**src/rtl/razor_transition_monitor_if.sv**
```systemverilog
// Error-event channel from the transition monitor to the recovery controller.
// A single pending event is accepted when evt_valid & evt_ready.
interface razor_transition_monitor_if #(
   parameter int DATA_WIDTH = 8
);
   logic                  evt_valid;
   logic [DATA_WIDTH-1:0] evt_mask;
   logic                  evt_ready;

   modport master (output evt_valid, output evt_mask, input evt_ready);
   modport slave  (input evt_valid, input evt_mask, output evt_ready);
endinterface

```
**src/rtl/razor_transition_monitor.sv**
```systemverilog
// Multi-bit transition monitor: flags polarity-selected bit transitions, treats those
// inside the detection window as timing errors, and reports them as sticky flags, a
// saturating count, an alarm, and a single-entry event to the recovery controller.
module razor_transition_monitor #(
   parameter int DATA_WIDTH    = 8,
   parameter int CNT_WIDTH     = 8,
   parameter int ERR_THRESHOLD = 4,
   parameter int EDGE_MODE     = 0
) (
   input  logic                  i_clk,
   input  logic                  i_reset,
   input  logic [DATA_WIDTH-1:0] i_data,
   input  logic                  i_window,
   input  logic                  i_clear,
   output logic [DATA_WIDTH-1:0] o_transition,
   output logic [DATA_WIDTH-1:0] o_err_flags,
   output logic [CNT_WIDTH-1:0]  o_err_count,
   output logic                  o_alarm,
   output logic                  o_overflow,
   razor_transition_monitor_if.master evt_if
);
   typedef enum logic {UNPRIMED = 1'b0, ARMED = 1'b1} state_t;

   state_t                r_state;
   logic [DATA_WIDTH-1:0] r_prev;
   logic [DATA_WIDTH-1:0] r_transition;
   logic [DATA_WIDTH-1:0] r_err_flags;
   logic [CNT_WIDTH-1:0]  r_err_count;
   logic                  r_alarm;
   logic                  r_overflow;
   logic                  r_evt_valid;
   logic [DATA_WIDTH-1:0] r_evt_mask;

   logic [DATA_WIDTH-1:0] w_edge;
   logic [DATA_WIDTH-1:0] w_hit;
   logic                  w_any_hit;
   logic                  w_accept;
   logic [CNT_WIDTH-1:0]  w_cnt_next;

   // Edge vector for the configured polarity; unsupported modes fall back to "any".
   always_comb begin
      w_edge = i_data ^ r_prev;
      case (EDGE_MODE)
         32'sd1:  w_edge = i_data & ~r_prev;
         32'sd2:  w_edge = ~i_data & r_prev;
         default: w_edge = i_data ^ r_prev;
      endcase
   end

   assign w_hit     = (r_state == ARMED) ? (w_edge & {DATA_WIDTH{i_window}}) : {DATA_WIDTH{1'b0}};
   assign w_any_hit = |w_hit;
   assign w_accept  = r_evt_valid & evt_if.evt_ready;

   // Next error count: clear reloads with this cycle's hit, otherwise saturating increment.
   always_comb begin
      w_cnt_next = r_err_count;
      if (i_clear) begin
         w_cnt_next = CNT_WIDTH'(w_any_hit);
      end else if (w_any_hit && (r_err_count != {CNT_WIDTH{1'b1}})) begin
         w_cnt_next = r_err_count + CNT_WIDTH'(1);
      end else begin
         w_cnt_next = r_err_count;
      end
   end

   // Priming FSM plus all registered outputs.
   always_ff @(posedge i_clk) begin
      if (i_reset) begin
         r_state      <= UNPRIMED;
         r_prev       <= {DATA_WIDTH{1'b0}};
         r_transition <= {DATA_WIDTH{1'b0}};
         r_err_flags  <= {DATA_WIDTH{1'b0}};
         r_err_count  <= {CNT_WIDTH{1'b0}};
         r_alarm      <= 1'b0;
         r_overflow   <= 1'b0;
         r_evt_valid  <= 1'b0;
         r_evt_mask   <= {DATA_WIDTH{1'b0}};
      end else begin
         r_prev <= i_data;
         case (r_state)
            UNPRIMED: begin
               r_state      <= ARMED;
               r_transition <= {DATA_WIDTH{1'b0}};
            end
            ARMED: begin
               r_state      <= ARMED;
               r_transition <= w_edge;
            end
            default: begin
               r_state      <= UNPRIMED;
               r_transition <= {DATA_WIDTH{1'b0}};
            end
         endcase

         r_err_flags <= (i_clear ? {DATA_WIDTH{1'b0}} : r_err_flags) | w_hit;
         r_err_count <= w_cnt_next;
         r_alarm     <= (32'(w_cnt_next) >= ERR_THRESHOLD);

         // A hit merged into an unaccepted event sets overflow; clear takes priority.
         if (!r_evt_valid || w_accept) begin
            r_evt_valid <= w_any_hit;
            r_evt_mask  <= w_hit;
            r_overflow  <= i_clear ? 1'b0 : r_overflow;
         end else if (w_any_hit) begin
            r_evt_valid <= 1'b1;
            r_evt_mask  <= r_evt_mask | w_hit;
            r_overflow  <= i_clear ? 1'b0 : 1'b1;
         end else begin
            r_evt_valid <= r_evt_valid;
            r_evt_mask  <= r_evt_mask;
            r_overflow  <= i_clear ? 1'b0 : r_overflow;
         end
      end
   end

   assign o_transition     = r_transition;
   assign o_err_flags      = r_err_flags;
   assign o_err_count      = r_err_count;
   assign o_alarm          = r_alarm;
   assign o_overflow       = r_overflow;
   assign evt_if.evt_valid = r_evt_valid;
   assign evt_if.evt_mask  = r_evt_mask;
endmodule
```
**src/flat_wrapper.sv**
```systemverilog
// flat-port wrapper written by rule: the top's interface ports become plain ports
module razor_transition_monitor_flat 
#(
   parameter int DATA_WIDTH    = 8,
   parameter int CNT_WIDTH     = 8,
   parameter int ERR_THRESHOLD = 4,
   parameter int EDGE_MODE     = 0
)
  (i_clk, i_reset, i_data, i_window, i_clear, o_transition, o_err_flags, o_err_count, o_alarm, o_overflow, evt_if_evt_valid, evt_if_evt_mask, evt_if_evt_ready);
  razor_transition_monitor_if #(.DATA_WIDTH(DATA_WIDTH)) evt_if_i ();
  input  logic i_clk;
  input  logic i_reset;
  input  logic [DATA_WIDTH-1:0] i_data;
  input  logic i_window;
  input  logic i_clear;
  output logic [DATA_WIDTH-1:0] o_transition;
  output logic [DATA_WIDTH-1:0] o_err_flags;
  output logic [CNT_WIDTH-1:0] o_err_count;
  output logic o_alarm;
  output logic o_overflow;
  output wire logic [$bits(evt_if_i.evt_valid)-1:0] evt_if_evt_valid;
  output wire logic [$bits(evt_if_i.evt_mask)-1:0] evt_if_evt_mask;
  input wire logic [$bits(evt_if_i.evt_ready)-1:0] evt_if_evt_ready;
  assign evt_if_evt_valid = evt_if_i.evt_valid;
  assign evt_if_evt_mask = evt_if_i.evt_mask;
  assign evt_if_i.evt_ready = evt_if_evt_ready;
  razor_transition_monitor #(.DATA_WIDTH(DATA_WIDTH), .CNT_WIDTH(CNT_WIDTH), .ERR_THRESHOLD(ERR_THRESHOLD), .EDGE_MODE(EDGE_MODE)) u_core (.i_clk(i_clk), .i_reset(i_reset), .i_data(i_data), .i_window(i_window), .i_clear(i_clear), .o_transition(o_transition), .o_err_flags(o_err_flags), .o_err_count(o_err_count), .o_alarm(o_alarm), .o_overflow(o_overflow), .evt_if(evt_if_i));
endmodule
```
**config.mk**
```make
export PLATFORM = sky130hd
export DESIGN_NAME = razor_transition_monitor_flat
export DESIGN_NICKNAME = d
export VERILOG_FILES = /design/src/rtl/razor_transition_monitor_if.sv /design/src/rtl/razor_transition_monitor.sv /design/src/flat_wrapper.sv
export SDC_FILE = /design/constraint.sdc
export NUM_CORES = 1
export LEC_CHECK = 0
export CORE_AREA = 5 5 69 71
export CTS_BUF_LIST = sky130_fd_sc_hd__clkbuf_16
export CTS_CLUSTER_SIZE = 10
export DETAILED_ROUTE_END_ITERATION = 7
export DIE_AREA = 0 0 74 76
export PLACE_DENSITY = 0.76
export SLEW_MARGIN = 25
export SYNTH_ARGS = -nofsm -noshare
export SYNTH_HDL_FRONTEND = slang
export SYNTH_SLANG_ARGS = --single-unit
```
**constraint.sdc**
```tcl
create_clock -name i_clk -period 1.45 [get_ports i_clk]
set_input_delay 0.145 -clock i_clk [delete_from_list [all_inputs] [get_ports i_clk]]
set_output_delay 0.145 -clock i_clk [all_outputs]
set_load 0.05 [all_outputs]
```
Fig. 1: run 1, M2 wires
Drawn at 4 px/um.
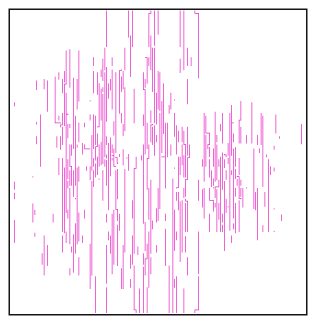
main direction: vertical
share of all routed wire: 52%
longest straight run: 33.5 um
wire length on this layer: 2,070 um

Fig. 2: run 1, clock nets
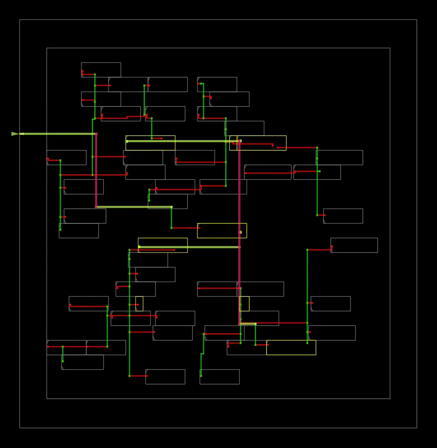
Seq cells: 44
Clk power: 1.05 mW
total CTS buffers: 5
# clk buffers: 5

Fig. 3: run 1, supply network
Drawn at 4 px/um. Pins as bars on the die edge. Tap cells in grey.
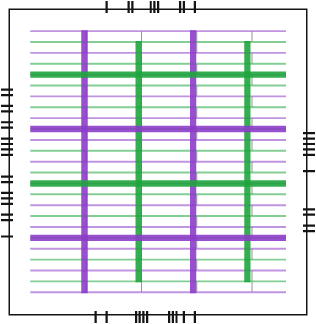
| colour | net |
|---|---|
| green | VDD |
| purple | VSS |
met4 straps: 4
met1 rails: 25
Die Y: 76 um
Core Region: 4170 um^2

==> GITHUB_STEP_SUMMARY, run 1 <==
### Flow metrics

| Metric | Value |
|---|---|
| Top cells by count, synth | `44 x dfxtp_1, 20 x a21oi_1, 18 x nor2_1` |
| Slew headroom | `just over 80%` |
| Seq power | `between 1 and 1.5 mW` |
| Cell Area, Placed | `between 2000 and 2500 um^2` |
| CTS clk-pin slew, worst paths | `0.06 ns` |
| Failing checks | `negative setup slack` |
| Setup WS post-layout | `-0.0442 ns` |
| OpenROAD warning count | `29` |
| Outcome | `finished, violations left` |
| Met1 Wirelength | `1.55 mm` |
| Max Slew Vio Count | `0` |
| Final setup viols | `2` |
| Metal2 WL | `approximately 2.1 mm` |
| Hold_ws | `0.174 ns` |
| Critical Path Sink Type | `flip-flop` |
| Die area | `around 5600 um^2` |
| Vias in the first global route | `between 1,000 and 1,500` |
| Reg2reg path depth | `7` |
| DRC viols | `0` |
| CTS tree | `yes` |
run 1: area by class of cell:
cell class | count | area [um^2] | share of cell area, %
well taps | 52 | 65.1 | 2.64
flip-flops and latches | 44 | 910 | 36.9
repair buffers | 66 | 548 | 22.2
inverters | 4 | 15.0 | 0.609
multi-input cells | 124 | 791 | 32.1
clock buffers | 5 | 125 | 5.07
clock inverters | 3 | 12.5 | 0.507
run 1: cells by family after synthesis:
kind of cell / synth area share (%)
simple gates: 24.2
flops: 53.1
compound gates: 10.9
xor+xnor: 6.86
buf+inv: 3.54
mux: 0.603
fa+ha+maj: 0.754
run 1: timing repair:
action,4_1_cts,5_1_grt
buffers inserted,3,0
resized,8,7
endpoints found under the setup margin,6,9
pin swaps,5,3
hold buffers,0,0
--- run 2 (diff from run 1) ---
--- a/config.mk
+++ b/config.mk
@@ -5,6 +5,7 @@
 export SDC_FILE = /design/constraint.sdc
 export NUM_CORES = 1
 export LEC_CHECK = 0
+export ABC_CLOCK_PERIOD_IN_PS = 1450
 export CORE_AREA = 5 5 69 71
 export CTS_BUF_LIST = sky130_fd_sc_hd__clkbuf_16
 export CTS_CLUSTER_SIZE = 10
Fig. 4: run 2, supply network
Drawn at 4 px/um. Pins as bars on the die edge. Tap cells in grey.
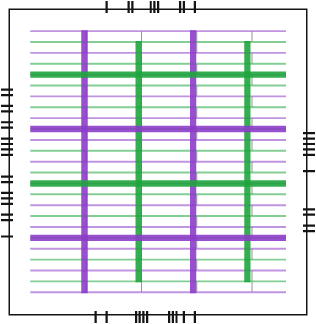
| colour | net |
|---|---|
| green | VDD |
| purple | VSS |
tap cells: 52
met4 straps: 4
Die Width: 74 um
VDD IR max: 0.782 mV

Fig. 5: run 2, metal layers overlaid
Drawn at 4 px/um.
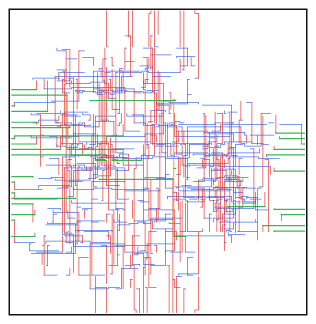
| colour | layer | wire length |
|---|---|---|
| blue | metal 1 | 1,550 um |
| orange | metal 4 | 47.6 um |
| red | metal 2 | 2,070 um |
| green | metal 3 | 325 um |

Fig. 6: run 2, clock nets
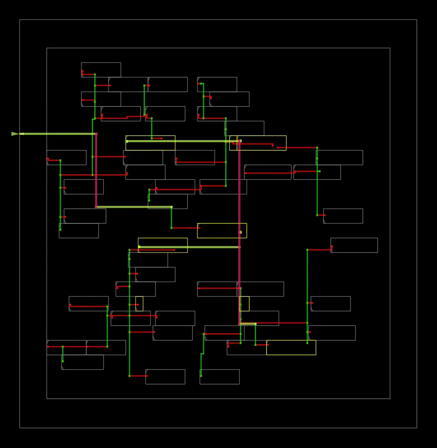
Clock Latency Late Sink: 0.28 ns
skew final: 0.00495 ns
clock sink count: 44

==> GITHUB_STEP_SUMMARY, run 2 <==
### Flow metrics

| Metric | Value |
|---|---|
| Critical Path Sink Type | `flip-flop` |
| Die area | `5620 um^2 (unchanged)` |
| Final setup viols | `2 (unchanged)` |
| Post-CTS Resized | `8 (unchanged)` |
| Multi-input gate share of total cell area | `32.1% (unchanged)` |
| DRC viols | `0 (unchanged)` |
| Non-clock inverters | `4 (unchanged)` |
| Failing checks | `negative setup slack` |
| Clk tree area frac | `5.58% (unchanged)` |
| Postcts setup bufs | `3 (unchanged)` |
| N_taps | `52 (unchanged)` |
| Max Slew Vio Count | `0 (unchanged)` |
| Cell Area, Placed | `2250 um^2 (unchanged)` |
| Hold_ws | `0.174 ns (unchanged)` |
| # clk buffers | `5 (unchanged)` |
| Vias in the first global route | `1,443 (unchanged)` |
| Setup WS post-layout | `-0.0442 ns (unchanged)` |
| Total CTS buffers | `5 (unchanged)` |
| OpenROAD warning count | `29 (unchanged)` |
| Met1 Wirelength | `1.55 mm (unchanged)` |
| CTS tree | `yes` |
| Outcome | `finished, violations left` |
| Repair and plain buffers | `66 (unchanged)` |
| CTS Hold Bufs | `0 (unchanged)` |
| Top cells by count, synth | `44 x dfxtp_1, 20 x a21oi_1, 18 x nor2_1` |
| Combinational Gates | `124 (unchanged)` |
-- run 2: cell counts after synthesis --
Identical to the previous run, type by type.
-- run 2: power by group through the flow --
stage                     clock (mW)  sequential, mW  combinational (mW)
after floorplan                    0            1.41               0.111
after detailed placement           0            1.29               0.385
after global placement             0            1.29               0.381
after CTS                       1.06            1.27               0.403
final                           1.05            1.27               0.410
after global routing            1.13            1.28               0.438
-- run 2: cells by family after synthesis --
| logic type | count (synthesis) | synth area share (%) |
|---|---|---|
| AND-OR/OR-AND | 32 | 10.9 |
| XOR/XNOR | 13 | 6.86 |
| adder cells (fa/ha/maj) | 1 | 0.754 |
| buffers and inverters | 13 | 3.54 |
| flip-flops | 44 | 53.1 |
| multiplexers | 1 | 0.603 |
| AND/OR/NAND/NOR | 77 | 24.2 |
Fig. 7: run 2, M2 wires
Drawn at 4 px/um.
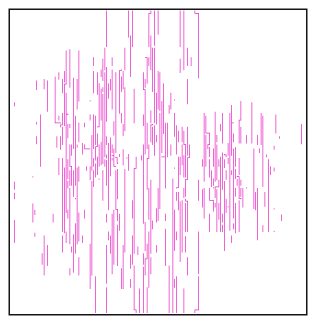

--- run 3 (diff from run 2) ---
--- a/config.mk
+++ b/config.mk
@@ -11,6 +11,7 @@
 export CTS_CLUSTER_SIZE = 10
 export DETAILED_ROUTE_END_ITERATION = 7
 export DIE_AREA = 0 0 74 76
+export GPL_TIMING_DRIVEN = 0
 export PLACE_DENSITY = 0.76
 export SLEW_MARGIN = 25
 export SYNTH_ARGS = -nofsm -noshare
Fig. 8: run 3, M2 wires
Drawn at 4 px/um.
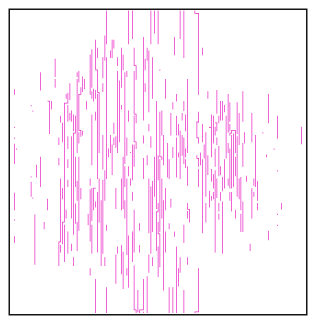
met2 Track Usage GR: 23.6%
WL final: 3.83 mm
via count: 1,419

Fig. 9: run 3, clock nets
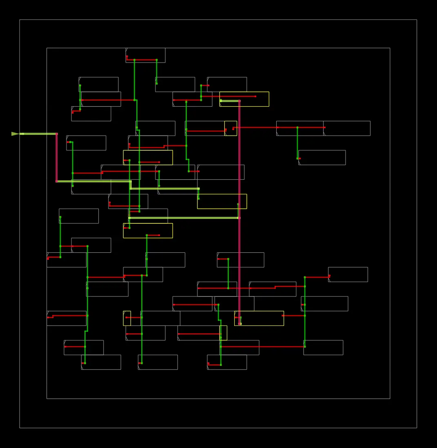
skew final: 0.00434 ns

==> GITHUB_STEP_SUMMARY, run 3 <==
### Flow metrics

| Metric | Value |
|---|---|
| Outcome | `finished, violations left` |
| OpenROAD warning count | `29 (unchanged)` |
| Adder-cell area share of the yosys netlist | `0.754% (unchanged)` |
| Clock sink count | `44 (unchanged)` |
| Final setup viols | `5 (+3)` |
| DRC viols | `0 (unchanged)` |
| CTS Hold Bufs | `0 (unchanged)` |
| Basic Gates by Area | `24.2% (unchanged)` |
| AO/OA Area Share | `10.9% (unchanged)` |
| Hold_ws | `0.180 ns (+0.00552 ns)` |
| Die Width | `74 um (unchanged)` |
| Die area | `5620 um^2 (unchanged)` |
| Multiplexer share of the synthesized area | `0.603% (unchanged)` |
| Setup WS post-layout | `-0.0729 ns (-0.0287 ns)` |
| Post-CTS Resized | `50 (+42)` |
| Synth logic family | `simple AND/OR/NAND/NOR gates` |
| Top cells by count, synth | `44 x dfxtp_1, 20 x a21oi_1, 18 x nor2_1` |
| VDD IR max | `0.703 mV (-10%)` |
| Postcts setup bufs | `2 (-1)` |
| CTS tree | `yes` |
| Critical Path Sink Type | `flip-flop` |
| Clock Latency Late Sink | `0.28 ns (about the same)` |
| Failing checks | `negative setup slack` |
| XORs/XNORs by Area | `6.86% (unchanged)` |
Fig. 10: run 3, metal 3
Drawn at 4 px/um. Cells faint in the background.
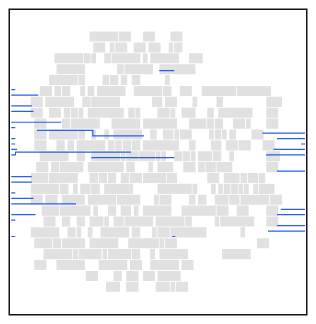
nets with wire on the layer: 29
wire length on this layer: 223 um
longest straight run: 28.7 um
share of all routed wire: 5.8%
main direction: horizontal
GR Util met3: 3.69%

[run 3: cell counts after synthesis]
No cell type changed its count.
[run 3: layer usage]
layer  GRT usage [%]  up-vias  wire length (um)
met5               0        -                 0
met4            4.89        0                50
met3            3.69        5               223
met2            23.6       32              1890
met1            18.0      668              1670
li1                -      714                 -
[run 3: power by group]
group	leakage [nW]	internal (mW)	switching, mW	total, mW
registers	0.366	1.25	0.0243	1.27
clock network	0.0730	0.626	0.427	1.05
logic	0.644	0.141	0.230	0.370
[run 3: layout make-up]
class                   instances  area [um^2]  area share (%)
flip-flops and latches         44          910            37.1
clock inverters                 3         13.8           0.561
multi-input cells             124          815            33.2
well taps                      52         65.1            2.65
inverters                       4         15.0           0.612
clock buffers                   5          125            5.10
plain buffers                   9         56.3            2.29
repair buffers                 51          455            18.6
Power and IR drop assume default switching activity.
